## config.mk

```make
export PLATFORM = sky130hd
export DESIGN_NAME = dds_sweep_ctrl_flat
export DESIGN_NICKNAME = d
export VERILOG_FILES = /design/src/rtl/dds_sweep_ctrl_if.sv /design/src/rtl/dds_sweep_ctrl.sv /design/src/flat_wrapper.sv
export SDC_FILE = /design/constraint.sdc
export NUM_CORES = 1
export LEC_CHECK = 0
export CAP_MARGIN = 20
export CORE_AREA = 2 2 163 165
export CTS_BUF_LIST = sky130_fd_sc_hd__clkbuf_8
export DETAILED_ROUTE_END_ITERATION = 6
export DIE_AREA = 0 0 165 167
export SLEW_MARGIN = 0
export SYNTH_ARGS = -nofsm -noshare
export SYNTH_HDL_FRONTEND = slang
export SYNTH_SLANG_ARGS = --single-unit
```

## constraint.sdc

```tcl
create_clock -name aclk -period 7.9 [get_ports aclk]
set_input_delay 1.58 -clock aclk [delete_from_list [all_inputs] [get_ports aclk]]
set_output_delay 1.58 -clock aclk [all_outputs]
set_load 0.01 [all_outputs]
```

## src/rtl/dds_sweep_ctrl_if.sv

```systemverilog
// Phase-increment stream between the sweep sequencer and the DDS compiler.
// The master drives tdata/tvalid and the slave returns tready.
interface dds_sweep_ctrl_if #(
    parameter int PHASE_WIDTH = 32
);
    logic [PHASE_WIDTH-1:0] tdata;
    logic                   tvalid;
    logic                   tready;

    modport master (output tdata, output tvalid, input  tready);
    modport slave  (input  tdata, input  tvalid, output tready);
endinterface

```

## src/rtl/dds_sweep_ctrl.sv

```systemverilog
// DDS tuning-word sequencer: streams a carrier increment while idle and steps
// a linear chirp sweep with a per-step dwell (in accepted beats) on request.
module dds_sweep_ctrl #(
    parameter int PHASE_WIDTH = 32,
    parameter int COUNT_WIDTH = 16
) (
    input  logic                   aclk,
    input  logic                   areset,
    input  logic [PHASE_WIDTH-1:0] idle_inc,
    input  logic [PHASE_WIDTH-1:0] cfg_start_inc,
    input  logic [PHASE_WIDTH-1:0] cfg_step,
    input  logic [COUNT_WIDTH-1:0] cfg_num_steps,
    input  logic [COUNT_WIDTH-1:0] cfg_dwell,
    input  logic                   cfg_loop,
    input  logic                   start,
    input  logic                   abort,
    output logic                   busy,
    output logic                   done,
    output logic [COUNT_WIDTH-1:0] step_idx,
    dds_sweep_ctrl_if.master       m_axis_phase
);

    typedef enum logic {
        IDLE  = 1'b0,
        SWEEP = 1'b1
    } state_t;

    state_t                         r_state;
    logic        [PHASE_WIDTH-1:0]  r_tdata;
    logic                           r_tvalid;
    logic                           r_busy;
    logic                           r_done;
    logic        [COUNT_WIDTH-1:0]  r_step_idx;
    logic        [COUNT_WIDTH-1:0]  r_dwell_cnt;
    logic        [PHASE_WIDTH-1:0]  r_start_inc;
    logic signed [PHASE_WIDTH-1:0]  r_step;
    logic        [COUNT_WIDTH-1:0]  r_last_idx;
    logic        [COUNT_WIDTH-1:0]  r_dwell_last;
    logic                           r_loop;

    logic w_beat;
    logic w_dwell_end;
    logic w_last_step;

    // Tuning words wrap modulo 2^PHASE_WIDTH; a negative step sweeps downward.
    function automatic logic [PHASE_WIDTH-1:0] f_wrap_add(
        input logic        [PHASE_WIDTH-1:0] a,
        input logic signed [PHASE_WIDTH-1:0] d
    );
        return a + $unsigned(d);
    endfunction

    assign w_beat      = r_tvalid & m_axis_phase.tready;
    assign w_dwell_end = (r_dwell_cnt == r_dwell_last);
    assign w_last_step = (r_step_idx == r_last_idx);

    assign m_axis_phase.tdata  = r_tdata;
    assign m_axis_phase.tvalid = r_tvalid;
    assign busy                = r_busy;
    assign done                = r_done;
    assign step_idx            = r_step_idx;

    always_ff @(posedge aclk or posedge areset) begin
        if (areset) begin
            r_state      <= IDLE;
            r_tdata      <= '0;
            r_tvalid     <= 1'b0;
            r_busy       <= 1'b0;
            r_done       <= 1'b0;
            r_step_idx   <= '0;
            r_dwell_cnt  <= '0;
            r_start_inc  <= '0;
            r_step       <= '0;
            r_last_idx   <= '0;
            r_dwell_last <= '0;
            r_loop       <= 1'b0;
        end else begin
            r_tvalid <= 1'b1;
            r_done   <= 1'b0;
            case (r_state)
                IDLE: begin
                    r_tdata     <= idle_inc;
                    r_busy      <= 1'b0;
                    r_step_idx  <= '0;
                    r_dwell_cnt <= '0;
                    if (start && !abort) begin
                        r_start_inc  <= cfg_start_inc;
                        r_step       <= $signed(cfg_step);
                        r_last_idx   <= cfg_num_steps - COUNT_WIDTH'(1);
                        r_dwell_last <= (cfg_dwell == '0) ? '0 : cfg_dwell - COUNT_WIDTH'(1);
                        r_loop       <= cfg_loop;
                        // An empty sweep completes immediately without leaving the carrier.
                        if (cfg_num_steps == '0) begin
                            r_done <= 1'b1;
                        end else begin
                            r_state <= SWEEP;
                            r_tdata <= cfg_start_inc;
                            r_busy  <= 1'b1;
                        end
                    end
                end
                SWEEP: begin
                    if (abort) begin
                        r_state     <= IDLE;
                        r_tdata     <= idle_inc;
                        r_busy      <= 1'b0;
                        r_step_idx  <= '0;
                        r_dwell_cnt <= '0;
                    end else if (w_beat) begin
                        if (!w_dwell_end) begin
                            r_dwell_cnt <= r_dwell_cnt + COUNT_WIDTH'(1);
                        end else begin
                            r_dwell_cnt <= '0;
                            if (!w_last_step) begin
                                r_step_idx <= r_step_idx + COUNT_WIDTH'(1);
                                r_tdata    <= f_wrap_add(r_tdata, r_step);
                            end else if (r_loop) begin
                                r_step_idx <= '0;
                                r_tdata    <= r_start_inc;
                            end else begin
                                r_state    <= IDLE;
                                r_tdata    <= idle_inc;
                                r_busy     <= 1'b0;
                                r_done     <= 1'b1;
                                r_step_idx <= '0;
                            end
                        end
                    end
                end
                default: r_state <= IDLE;
            endcase
        end
    end

endmodule
```

## src/flat_wrapper.sv

```systemverilog
// flat-port wrapper written by rule: the top's interface ports become plain ports
module dds_sweep_ctrl_flat 
#(
    parameter int PHASE_WIDTH = 32,
    parameter int COUNT_WIDTH = 16
)
  (aclk, areset, idle_inc, cfg_start_inc, cfg_step, cfg_num_steps, cfg_dwell, cfg_loop, start, abort, busy, done, step_idx, m_axis_phase_tdata, m_axis_phase_tvalid, m_axis_phase_tready);
  dds_sweep_ctrl_if #(.PHASE_WIDTH(PHASE_WIDTH)) m_axis_phase_i ();
  input  logic aclk;
  input  logic areset;
  input  logic [PHASE_WIDTH-1:0] idle_inc;
  input  logic [PHASE_WIDTH-1:0] cfg_start_inc;
  input  logic [PHASE_WIDTH-1:0] cfg_step;
  input  logic [COUNT_WIDTH-1:0] cfg_num_steps;
  input  logic [COUNT_WIDTH-1:0] cfg_dwell;
  input  logic cfg_loop;
  input  logic start;
  input  logic abort;
  output logic busy;
  output logic done;
  output logic [COUNT_WIDTH-1:0] step_idx;
  output wire logic [$bits(m_axis_phase_i.tdata)-1:0] m_axis_phase_tdata;
  output wire logic [$bits(m_axis_phase_i.tvalid)-1:0] m_axis_phase_tvalid;
  input wire logic [$bits(m_axis_phase_i.tready)-1:0] m_axis_phase_tready;
  assign m_axis_phase_tdata = m_axis_phase_i.tdata;
  assign m_axis_phase_tvalid = m_axis_phase_i.tvalid;
  assign m_axis_phase_i.tready = m_axis_phase_tready;
  dds_sweep_ctrl #(.PHASE_WIDTH(PHASE_WIDTH), .COUNT_WIDTH(COUNT_WIDTH)) u_core (.aclk(aclk), .areset(areset), .idle_inc(idle_inc), .cfg_start_inc(cfg_start_inc), .cfg_step(cfg_step), .cfg_num_steps(cfg_num_steps), .cfg_dwell(cfg_dwell), .cfg_loop(cfg_loop), .start(start), .abort(abort), .busy(busy), .done(done), .step_idx(step_idx), .m_axis_phase(m_axis_phase_i));
endmodule
```

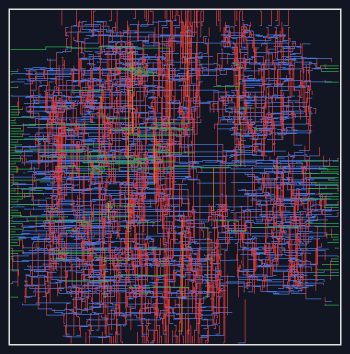
(run_1/layers.png)
Drawn at 2 px/um.
| color | layer | wire length |
|---|---|---|
| blue | M1 | 14300 um |
| green | M3 | 1740 um |
| red | M2 | 14200 um |
| orange | M4 | 446 um |
Post-Route WL: 30650 um
drt wl/cell: 17.93 um
GR Util All Layers: 22.37%
total number of vias: 9220

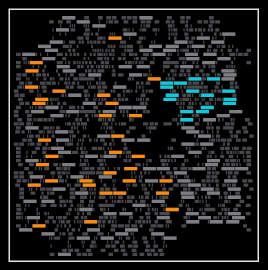
(run_1/ff_map.png)
Drawn at 1.5 px/um.
| color | signal | flops |
|---|---|---|
| cyan | `u_core.r_dwell_cnt` | 16 |
| orange | `u_core.r_start_inc` | 32 |
Power Sequential: 0.00109 W
register area: 0.004130 sq mm
final core occ: 49.63%
Seq area share: 32.30%

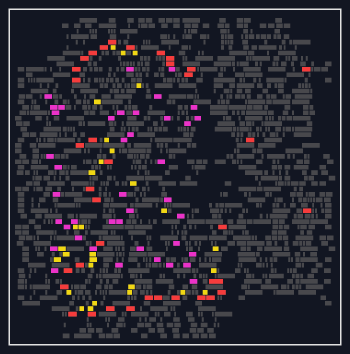
(run_1/gates.png)
Drawn at 2 px/um.
| color | family | cells | most used |
|---|---|---|---|
| magenta | mux cells | 41 | mux2_2 |
| red | fa/ha/maj cells | 36 | ha_1 |
| yellow | non-inverting ao/oa cells | 29 | a21o_1 |

==> out/qor.csv, run 1 <==
stage,metric,value,unit
cells_and_area,fillCellCount,2476,
global_route,overflow,0,
drt,drtIter0Drc,532,
final_timing,finalMaxSlewViolations,0,
global_route,grt_most_used_layer,met2,
pwr,p_comb_share,34.5,%
pwr,maxPowerGroup,sequential cells,
worst_setup_path,required,8280,ps
worst_setup_path,crit_path_end_kind,register,
yosys,edf_count,0,
cells_and_area,inv_count,20,
yosys,synth_seq_share,40.80,%
yosys,synth_cell_type_count,69,
drt,drc,0,
cells_and_area,largest_cell_class,logic gates,
place,port_buffers,184,
cts,clock-root-buffer,clkbuf_8,
die,die_area,0.02756,sq mm
cells_and_area,antenna_cells,0,
pwr,p_switching,0.0009937,W
status,status,"complete, no violations",
die,initCoreUtil,39.28,%
global_route,grt_pass1_vias,8959,
die,io_pins,185,
yosys,yosysMostFrequentCell,nand2_1,
worst_setup_path,start_kind,input pin,
place,gp_congestion,0.8541,
global_route,met2_usage,35.42,%
die,chipWidth,165,um
cts,cts_buffer_depth,2,
pwr,clockPowerShare,27.3,%
cts,cts.sinks,165,
pwr,peakVddDrop,92.73,uV
final_timing,fin_tns_setup,0,ps
cells_and_area,comb_cells,961,
cells_and_area,flops,165,
cells_and_area,nonClkBufAreaFrac,15.11,%
cells_and_area,buffers,196,
worst_setup_path,path_max_fanout,32,
place,dp_hpwl,21730,um
pwr,p_leak,5.460,nW
yosys,syn-num-nets,1372,
cells_and_area,clk_share,3.933,%
global_route,grt_max_degree,95,
cells_and_area,drive_gt1_share,6.259,%
yosys,largest_area_cell,dfrtp_1,
cells_and_area,num-nets-final,1531,
cells_and_area,areaGrowthSynthToFinish,26.36,%
run,warnings,26,
yosys,synthArstFlopShare,100.0,%
final_timing,hold_viol,0,
final_timing,hold_ws,474.5,ps
final_timing,finalSetupViolations,0,
drt,postRouteAntennaNets,0,
yosys,ys_cells,1202,
die,rows,59,
yosys,netlist_instances,1202,
pwr,sw_frac_of_total,34.87,%
yosys,synth-warning-count,0,
cts,cts_buffers,17,
worst_setup_path,arrival,4600,ps
pwr,internal_power,0.001856,W
cts,cts_tree,built,
place,dpl_worst_slack,3180,ps
cells_and_area,logic_area,0.005723,sq mm
final_timing,worst_pin_slew,994.4,ps
yosys,area_leaders,"dfrtp_1 (41%), nand2_1 (12%), xor2_1 (4.8%)",
pwr,p_per_area,222.9,mW/mm^2
die,tap_cells,335,
final_timing,finClkSkew,21.10,ps
cts,hold_buffers,0,
cts,clk_pin_slew_worst_paths,100,ps
final_timing,fin_ws,3687,ps
cts,clock_latency,480,ps
hold_path,hp-class,register to register,
pwr,p_seq_share,38.2,%
drt,avgViaCountPerCell,5.395,
worst_setup_path,critPathKind,input pin to register,
[run 1: critical path, cell delays in order]
cell and delay, ps:
clkdlybuf4s50_1 390, buf_4 230, inv_1 500, nand2_1 280
nor2_4 740, o21ai_1 540, o21ai_0 310
[run 1: cells in the final DEF, fill, tap and decap left out, types with 7 or more instances in the layout]
| cell type | instances |
|---|---|
| buf_4 | 12 |
| inv_1 | 18 |
| o221ai_1 | 8 |
| nor4_1 | 8 |
| o22ai_1 | 16 |
| nand3_1 | 22 |
| nand2_1 | 321 |
| nor2b_1 | 9 |
| or3_1 | 15 |
| nand4_1 | 20 |
| xnor2_1 | 42 |
| o211ai_1 | 13 |
| a21oi_1 | 66 |
| o21ai_0 | 94 |
| mux2_2 | 24 |
| nor2_1 | 65 |
| xor2_1 | 56 |
| a21o_1 | 9 |
| a221oi_1 | 7 |
| dfrtp_1 | 164 |
| nor3_1 | 15 |
| clkdlybuf4s50_1 | 184 |
| ha_1 | 35 |
| mux2i_1 | 17 |
| nand2b_1 | 10 |
| clkbuf_8 | 19 |
[run 1: state kept, by name (all words and copies together) (netlist names)]
signal                      count
u_core.busy                     1
u_core.done                     1
u_core.m_axis_phase.tdata      32
u_core.m_axis_phase.tvalid      1
u_core.r_dwell_cnt             16
u_core.r_dwell_last            16
u_core.r_last_idx              16
u_core.r_loop                   1
u_core.r_start_inc             32
u_core.r_state                  1
u_core.r_step                  32
u_core.step_idx                16
[run 1: cell families (layout without fill, tap and decap cells)]
family                     count (synthesis)  after routing  synth area share (%)
and+or+nand+nor                          513            513                 22.27
AOI/OAI and AO/OA                        272            272                 16.58
DFF                                      165            165                 40.80
xor gates and xnor gates                  98             98                 8.482
buffers and inverters                     76            248                 2.955
muxes                                     41             41                 4.352
adders and majority gates                 36             36                 4.525
other                                      1              1               0.03706
[run 1: worst paths after layout]
| check | cells past startpoint | endpoint | start | slack [ps] |
|---|---|---|---|---|
| max in group asynchronous | 3 | u_core.r_state | areset | 4610 |
| min reg2reg | 2 | u_core.r_start_inc[26] | u_core.r_start_inc[26] | 470 |
| min | 2 | u_core.r_start_inc[26] | u_core.r_start_inc[26] | 470 |
| max | 7 | u_core.r_dwell_last[0] | abort | 3690 |
| max reg2reg | 11 | u_core.m_axis_phase.tdata[26] | u_core.m_axis_phase.tdata[0] | 4410 |
| min in group asynchronous | 2 | u_core.step_idx[10] | areset | 1640 |
[run 1: metrics by stage]
stage / std cells / power (W) / area [sq um] / util [%]
after floorplan: 1202 / 0.001726 / 10120 / -
after global placement: 1677 / 0.002075 / 12280 / 47.68
after detailed placement: 1677 / 0.002084 / 12280 / 47.68
after CTS: 1709 / 0.002866 / 12790 / 49.63
after global routing: 1709 / 0.003033 / 12790 / 49.63
final: 1709 / 0.002850 / 12790 / 49.63
[run 1: routing by layer]
layer | routed length [um] | part of all wire [%] | up-vias
met5 | 0 | 0 | -
met4 | 445 | 1.5 | 0
met3 | 1736 | 5.7 | 31
met2 | 14190 | 46 | 299
met1 | 14280 | 47 | 4381
li1 | - | - | 4509
## Run 2: what changed since run 1
==> constraint.sdc (replaced) <==
create_clock -name aclk -period 4.29 [get_ports aclk]
set_input_delay 0.858 -clock aclk [delete_from_list [all_inputs] [get_ports aclk]]
set_output_delay 0.858 -clock aclk [all_outputs]
set_load 0.01 [all_outputs]
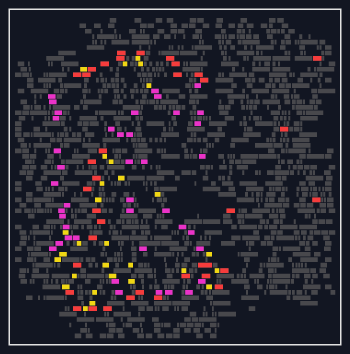
(run_2/gates.png)
Drawn at 2 px/um.
| color | family | cells | most used |
|---|---|---|---|
| red | fa/ha/maj cells | 36 | ha_1 |
| magenta | mux cells | 41 | mux2_2 |
| yellow | non-inverting ao/oa cells | 29 | a21o_1 |

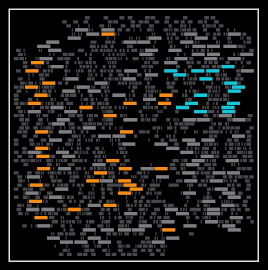
(run_2/ff_map.png)
Drawn at 1.5 px/um.
| color | signal | flops |
|---|---|---|
| cyan | `u_core.r_dwell_cnt` | 16 |
| orange | `u_core.r_start_inc` | 32 |

==> run 2 against run 1 <==
  * Via count up 1.2%
  * Clock skew is essentially flat
  * First-iteration DRC count grew 2.1%
  * Hold slack better by 3.4 ps
  * Final cell count is 0.59% higher
  * Utilization barely moved
  * Critical path type is now register to register
  * Register-to-register slack got worse by 3400 ps
  * Sequential power up 83%
  * Combinational power up 85%
  * Synthesized area unchanged
==> out/qor.csv, run 2 <==
stage,metric,value,unit,change
status,status,"complete, no violations",,
cts,hold_buffers,0,,unchanged
drt,finalWirelength,30590,um,-0.20%
final_timing,finClkSkew,21.46,ps,+0.3644 ps
cells_and_area,areaGrowthSynthToFinish,26.25,%,about the same
global_route,grt_pass1_vias,9108,,+1.7%
final_timing,hold_viol,0,,unchanged
worst_setup_path,crit_path_end_kind,register,,
yosys,largest_area_cell,dfrtp_1,,
drt,avgViaCountPerCell,5.428,,+0.60%
cells_and_area,layout_top_cells,"nand2_1 (321), clkdlybuf4s50_1 (184), dfrtp_1 (164), o21ai_0 (94), a21oi_1 (66)",,
cts,cts_buffer_depth,2,,unchanged
drt,drtIter0Drc,543,,+2.1%
yosys,mux_share,4.352,%,unchanged
worst_setup_path,critPathKind,register to register,,
yosys,synth-warning-count,0,,unchanged
worst_setup_path,setup.worst_path.start,u_core.m_axis_phase.tdata[0],,
yosys,adder_share,4.525,%,unchanged
yosys,area_leaders,"dfrtp_1 (41%), nand2_1 (12%), xor2_1 (4.8%)",,
cells_and_area,lay_top_count,nand2_1,,
pwr,p_comb_share,36.7,%,+2.2 points
worst_setup_path,rr_startpoint,u_core.m_axis_phase.tdata[0],,
yosys,ys_sh_simple,22.27,%,unchanged
drt,postRouteAntennaNets,0,,unchanged
cells_and_area,utilization,49.59,%,about the same
place,dp_hpwl,22270,um,+2.5%
pwr,p_switching,0.001843,W,+85%
final_timing,finalMaxSlewViolations,0,,unchanged
final_timing,hold_ws,477.9,ps,+3.439 ps
cts,cts_buffers,17,,unchanged
worst_setup_path,path_max_fanout,4,,-88%
cells_and_area,drive_gt1_share,6.869,%,+0.61 points
worst_setup_path,r2r_cells,11,,unchanged
pwr,sw_frac_of_total,37.08,%,+2.2 points
drt,vias,9330,,+1.2%
pwr,p_seq_share,40.1,%,+1.9 points
global_route,groute.usage.overall,22.45,%,+0.076 points
worst_setup_path,ff2ff_setup_slack,1000,ps,-3410 ps
yosys,edf_count,0,,unchanged
## run 2: cell counts after synthesis
Identical to the previous run, type by type.
## run 2: per-layer routing
layer | wire [um] | up-vias | GRT usage [%]
li1 | - | 4520 | -
met1 | 14260 | 4476 | 31.73
met2 | 14220 | 306 | 35.82
met3 | 1680 | 28 | 3.661
met4 | 425 | 0 | 5.595
met5 | 0 | - | 0
## run 2: worst max path at each step
| stage | cells after the start | end |
|---|---|---|
| 6_report | 11 | u_core.m_axis_phase.tdata[26] |
| 5_1_grt | 11 | u_core.m_axis_phase.tdata[26] |
| 4_1_cts | 11 | u_core.m_axis_phase.tdata[26] |
| 3_5_place_dp | 9 | u_core.m_axis_phase.tdata[18] |
| 3_3_place_gp | 9 | u_core.m_axis_phase.tdata[18] |
| 2_1_floorplan | 1 | u_core.busy |
## run 2: cells by family (layout without fill, tap and decap cells)
kind of cell               after synthesis  in the layout
DFF                                    165            165
buffers and inverters                   76            257
xor gates and xnor gates                98             98
adders and majority gates               36             36
AOI/OAI and AO/OA                      272            272
and+or+nand+nor                        513            513
muxes                                   41             41
other                                    1              2
## run 2: area by class of cell
type,instances,area (sq um),area share (%)
Antenna cell,1,2.502,0.01959
Clock buffer,18,247.7,1.939
Clock inverter,14,137.6,1.077
Inverter,20,78.83,0.6170
Multi-Input combinational cell,961,5723,44.79
Sequential cell,165,4130,32.33
Tap cell,335,419.2,3.281
Timing Repair Buffer,205,2037,15.94
## run 2: power groups by stage
stage | Clock (W) | Combinational (W) | Sequential (W)
after floorplan | 0 | 0.00120 | 0.00198
after global placement | 0 | 0.00179 | 0.00202
after detailed placement | 0 | 0.00181 | 0.00202
after CTS | 0.00118 | 0.00182 | 0.00200
after global routing | 0.00124 | 0.00203 | 0.00202
final | 0.00116 | 0.00182 | 0.00199
## run 2: critical path, stage by stage (launching register included)
cell	delay [ps]
dfrtp_1	410
ha_1	250
fa_1	430
a211oi_1	360
o21ai_0	190
nand4_1	150
a21oi_1	110
o211ai_1	370
nand2_1	190
a21oi_1	260
mux2_2	370
a21oi_1	130
## run 2: per-stage QoR
stage	setup slack [ps]	cells	power, W	area, sq um
CTS	1003	1718	0.004999	12770
global placement	812.8	1686	0.003817	12390
floorplan	1333	1202	0.003179	10120
finish	999.7	1719	0.004969	12780
global route	785.0	1719	0.005299	12780
detailed placement	646.2	1686	0.003835	12390
Power figures rest on the tool's default switching activity, not on a simulated workload.
